$ cat src/rtl/pwm_pkg.sv
// Shared types and helpers for the soft-start/soft-stop PWM ramp controller.
// Holds the ramp state encoding, default geometry and the duty clamp helper.
package pwm_pkg;

   typedef enum logic [1:0] {
      HOLD = 2'd0,
      UP   = 2'd1,
      DOWN = 2'd2
   } ramp_state_e;

   localparam int PERIOD_BITS_DEF = 3;
   localparam int PERIOD          = 2 ** PERIOD_BITS_DEF;

   // Requests above a full period are meaningless; they saturate to always-high.
   function automatic int unsigned clamp_duty(input int unsigned duty, input int unsigned limit);
      return (duty > limit) ? limit : duty;
   endfunction

endpackage

$ cat src/rtl/pwm_core.sv
// Free-running PWM counter with a registered duty compare.
// period_end marks the last count of each period so duty updates land on boundaries.
module pwm_core import pwm_pkg::*; #(
   parameter int PERIOD_BITS = PERIOD_BITS_DEF,
   parameter int DUTY_W      = $clog2(PERIOD) + 1
) (
   input  logic              clk,
   input  logic              rst_n,
   input  logic              ena,
   input  logic [DUTY_W-1:0] cur_duty,
   output logic              pwm_out,
   output logic              period_end
);

   localparam logic [PERIOD_BITS-1:0] CNT_MAX = '1;

   logic [PERIOD_BITS-1:0] cnt;

   assign period_end = ena && (cnt == CNT_MAX);

   // Duty >= period keeps the compare true for every count, giving a solid high.
   always_ff @(posedge clk) begin
      if (!rst_n) begin
         cnt     <= '0;
         pwm_out <= 1'b0;
      end else begin
         if (ena) begin
            cnt <= cnt + PERIOD_BITS'(1);
         end
         pwm_out <= ena && (DUTY_W'(cnt) < cur_duty);
      end
   end

endmodule

$ cat src/rtl/pwm_ramp_ctrl.sv
// Soft-start/soft-stop controller: steps the applied duty toward a host target,
// one count every ramp_div+1 PWM periods, changing duty only at period boundaries.
module pwm_ramp_ctrl import pwm_pkg::*; #(
   parameter int PERIOD_BITS = PERIOD_BITS_DEF,
   parameter int DUTY_W      = $clog2(PERIOD) + 1,
   parameter int DIV_W       = 4
) (
   input  logic              clk,
   input  logic              rst_n,
   input  logic              ena,
   input  logic              load,
   input  logic [DUTY_W-1:0] target_duty,
   input  logic [DIV_W-1:0]  ramp_div,
   input  logic              bypass,
   output logic              pwm_out,
   output logic [DUTY_W-1:0] cur_duty,
   output logic              busy,
   output logic              period_tick
);

   localparam int unsigned DUTY_LIMIT = 32'(2 ** PERIOD_BITS);

   ramp_state_e       state;
   ramp_state_e       next_state;
   logic [DUTY_W-1:0] tgt;
   logic [DIV_W-1:0]  div_cnt;
   logic              period_end;

   pwm_core #(
      .PERIOD_BITS (PERIOD_BITS),
      .DUTY_W      (DUTY_W)
   ) u_core (
      .clk        (clk),
      .rst_n      (rst_n),
      .ena        (ena),
      .cur_duty   (cur_duty),
      .pwm_out    (pwm_out),
      .period_end (period_end)
   );

   assign period_tick = period_end;

   always_comb begin
      next_state = HOLD;
      if (tgt > cur_duty) begin
         next_state = UP;
      end else if (tgt < cur_duty) begin
         next_state = DOWN;
      end
   end

   // The step only fires when the direction is stable, so a reversal never
   // moves cur_duty away from the new target, and stepping stops exactly at tgt.
   always_ff @(posedge clk) begin
      if (!rst_n) begin
         tgt      <= '0;
         cur_duty <= '0;
         div_cnt  <= '0;
         state    <= HOLD;
         busy     <= 1'b0;
      end else begin
         if (load) begin
            tgt <= DUTY_W'(clamp_duty(32'(target_duty), DUTY_LIMIT));
         end
         if (ena) begin
            state <= next_state;
            busy  <= (next_state != HOLD);
            if (period_end && bypass) begin
               cur_duty <= tgt;
               div_cnt  <= '0;
            end else if ((next_state != state) || (state == HOLD)) begin
               div_cnt <= '0;
            end else if (period_end) begin
               if (div_cnt == ramp_div) begin
                  div_cnt  <= '0;
                  cur_duty <= (state == UP) ? cur_duty + DUTY_W'(1) : cur_duty - DUTY_W'(1);
               end else begin
                  div_cnt <= div_cnt + DIV_W'(1);
               end
            end
         end
      end
   end

endmodule

$ cat config.mk
export PLATFORM = sky130hd
export DESIGN_NAME = pwm_ramp_ctrl
export DESIGN_NICKNAME = d
export VERILOG_FILES = /design/src/rtl/pwm_pkg.sv /design/src/rtl/pwm_core.sv /design/src/rtl/pwm_ramp_ctrl.sv
export SDC_FILE = /design/constraint.sdc
export NUM_CORES = 1
export LEC_CHECK = 0
export CAP_MARGIN = 15
export CORE_ASPECT_RATIO = 1.4
export CORE_MARGIN = 10
export CORE_UTILIZATION = 40
export DETAILED_ROUTE_END_ITERATION = 16
export HOLD_SLACK_MARGIN = 0.1
export RECOVER_POWER = 100
export SLEW_MARGIN = 30
export SYNTH_ARGS = -nofsm -noshare
export SYNTH_HDL_FRONTEND = slang
export SYNTH_SLANG_ARGS = --single-unit
$ cat constraint.sdc
create_clock -name clk -period 2.4 [get_ports clk]
set_input_delay 0.24 -clock clk [delete_from_list [all_inputs] [get_ports clk]]
set_output_delay 0.24 -clock clk [all_outputs]
set_load 0.01 [all_outputs]
==> ci_impl_report.md <==
### Flow metrics

| Metric | Value |
|---|---|
| CTS Buffer Depth | 2 |
| Clk pwr | 170 uW |
| Crit Path Max Fanout | 5 |
| Post-route clock period utilization | 0.957 |
| Hold path startpoint | target_duty[2] |
| Final worst setup slack | roughly 0.10 ns |
| Layout cell share with drive strength beyond 1 | 0.0878 |
| N_diodes | 0 |
| Logic pwr share | 0.160 |
| Most numerous logic cell after layout | dfxtp_1 |
| Max VDD drop | 334 uV |
| CP arrival | 2.53 ns |
| MaxCap Viol Count | 0 |
| CP Buf/Inv Count | 1 |
| Dpl ws | 0.125 ns |
| Detailed Routing Iterations Pass 1 | 4 |
| Adder Area Share | 0.140 |
| Largest Pwr Group | sequential cells |
| Vias in the first global route | 970 |
| RSZ-0062 raised after global routing | no |
| Post-Syn Area | 1120 um2 |
| Final Max Slew Viols | 0 |
| Fp_density | 0.421 |
| Seq share, synth | 0.339 |
| Wire length on met2 | approximately 1.5 mm |
| M2 GR Usage | 0.212 |
| Wire per inst | 14.9 um |
| Outcome | finished, final reports clean |
| Top layer in use | met4 |
| Crit path depth | 7 |
| Min cycle time layout | around 2.3 ns |
| Pin count of the biggest net entering global routing | 12 |
| Via density | between 5 and 6 |
| Clock Root Buffer | clkbuf_4 |
| Inserted Clock Buffers | 3 |
| Die area | 5360 um2 |
| Met3 wire len | 106 um |
area by class of cell:
class,instances,share of cell area
clock buffer,3,0.0160
clock inverter,1,0.00356
inverter,6,0.0160
multi-input combinational,95,0.502
sequential,19,0.271
tap,36,0.0320
timing repair buffer,24,0.159
metrics by stage:
stage                     hold WS (ns)   util  power (uW)  instance area (um2)
after global routing             0.506  0.527         630                 1410
after detailed placement         0.503  0.520         443                 1390
after floorplan                  0.387      -         398                 1120
final                            0.512  0.527         602                 1410
after CTS                        0.510  0.530         614                 1420
after global placement           0.491  0.520         440                 1390
registers in the layout, summed over array words and instances (netlist names):
| name | count |
|---|---|
| tgt | 4 |
| cur_duty | 4 |
| div_cnt | 4 |
| busy | 1 |
| u_core.cnt | 3 |
| state | 2 |
| u_core.pwm_out | 1 |
Cell area per tile:
Bar = 20 um. The die is cut into 6 by 8 equal tiles; dark blue is low, red is high, 0 to 100% covered.
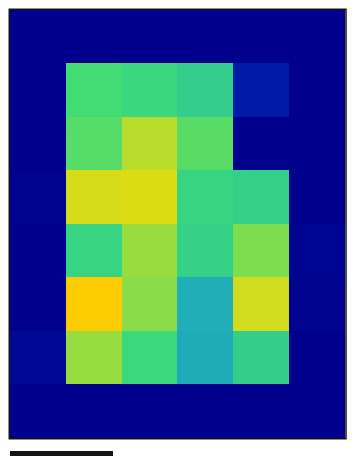
emptiest ninth of the die: top right
densest ninth of the die: middle
mean over tiles: 25%
fullest tile: 77%
nearly empty tiles: 52%

Routing congestion map:
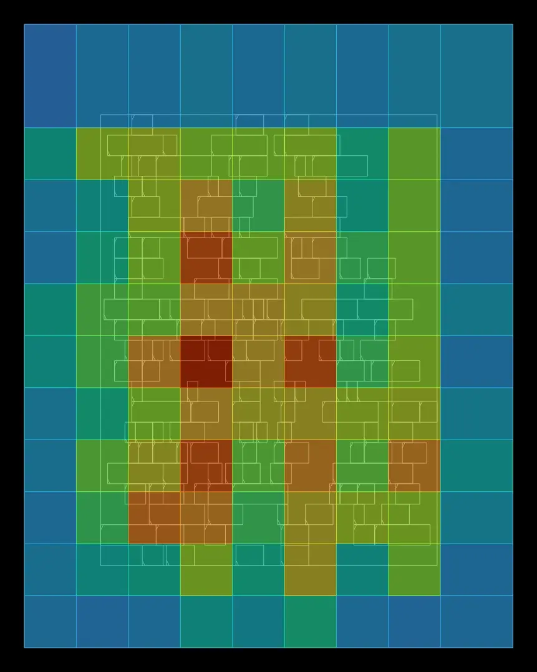
GRT busiest layer: met2
post-layout util: 0.527
gr usage total: 0.106

M1 wires:
Cells faint in the background.
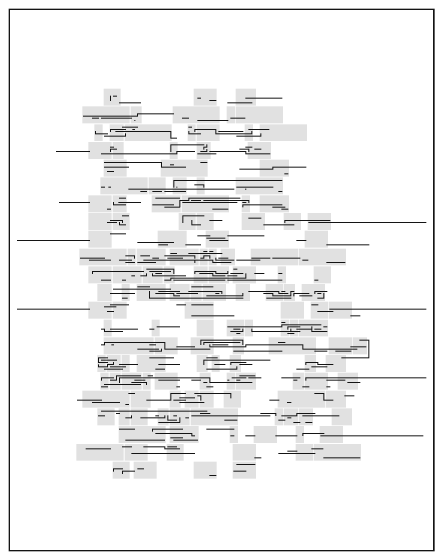
wire length on this layer: 1100 um
nets with wire on the layer: 163
share of all routed wire: 40%
longest straight run: 18.4 um
DR vias: 975
met1 Track Usage GR: 0.0979
Post-Route WL: 2.73 mm

The metal 2 layer:
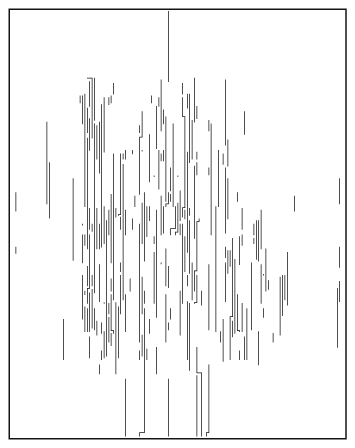
share of all routed wire: 54%
longest straight run: 32.6 um
main direction: vertical
wire length on this layer: 1470 um

No activity file was given, so power comes from the tool's default toggle rates.
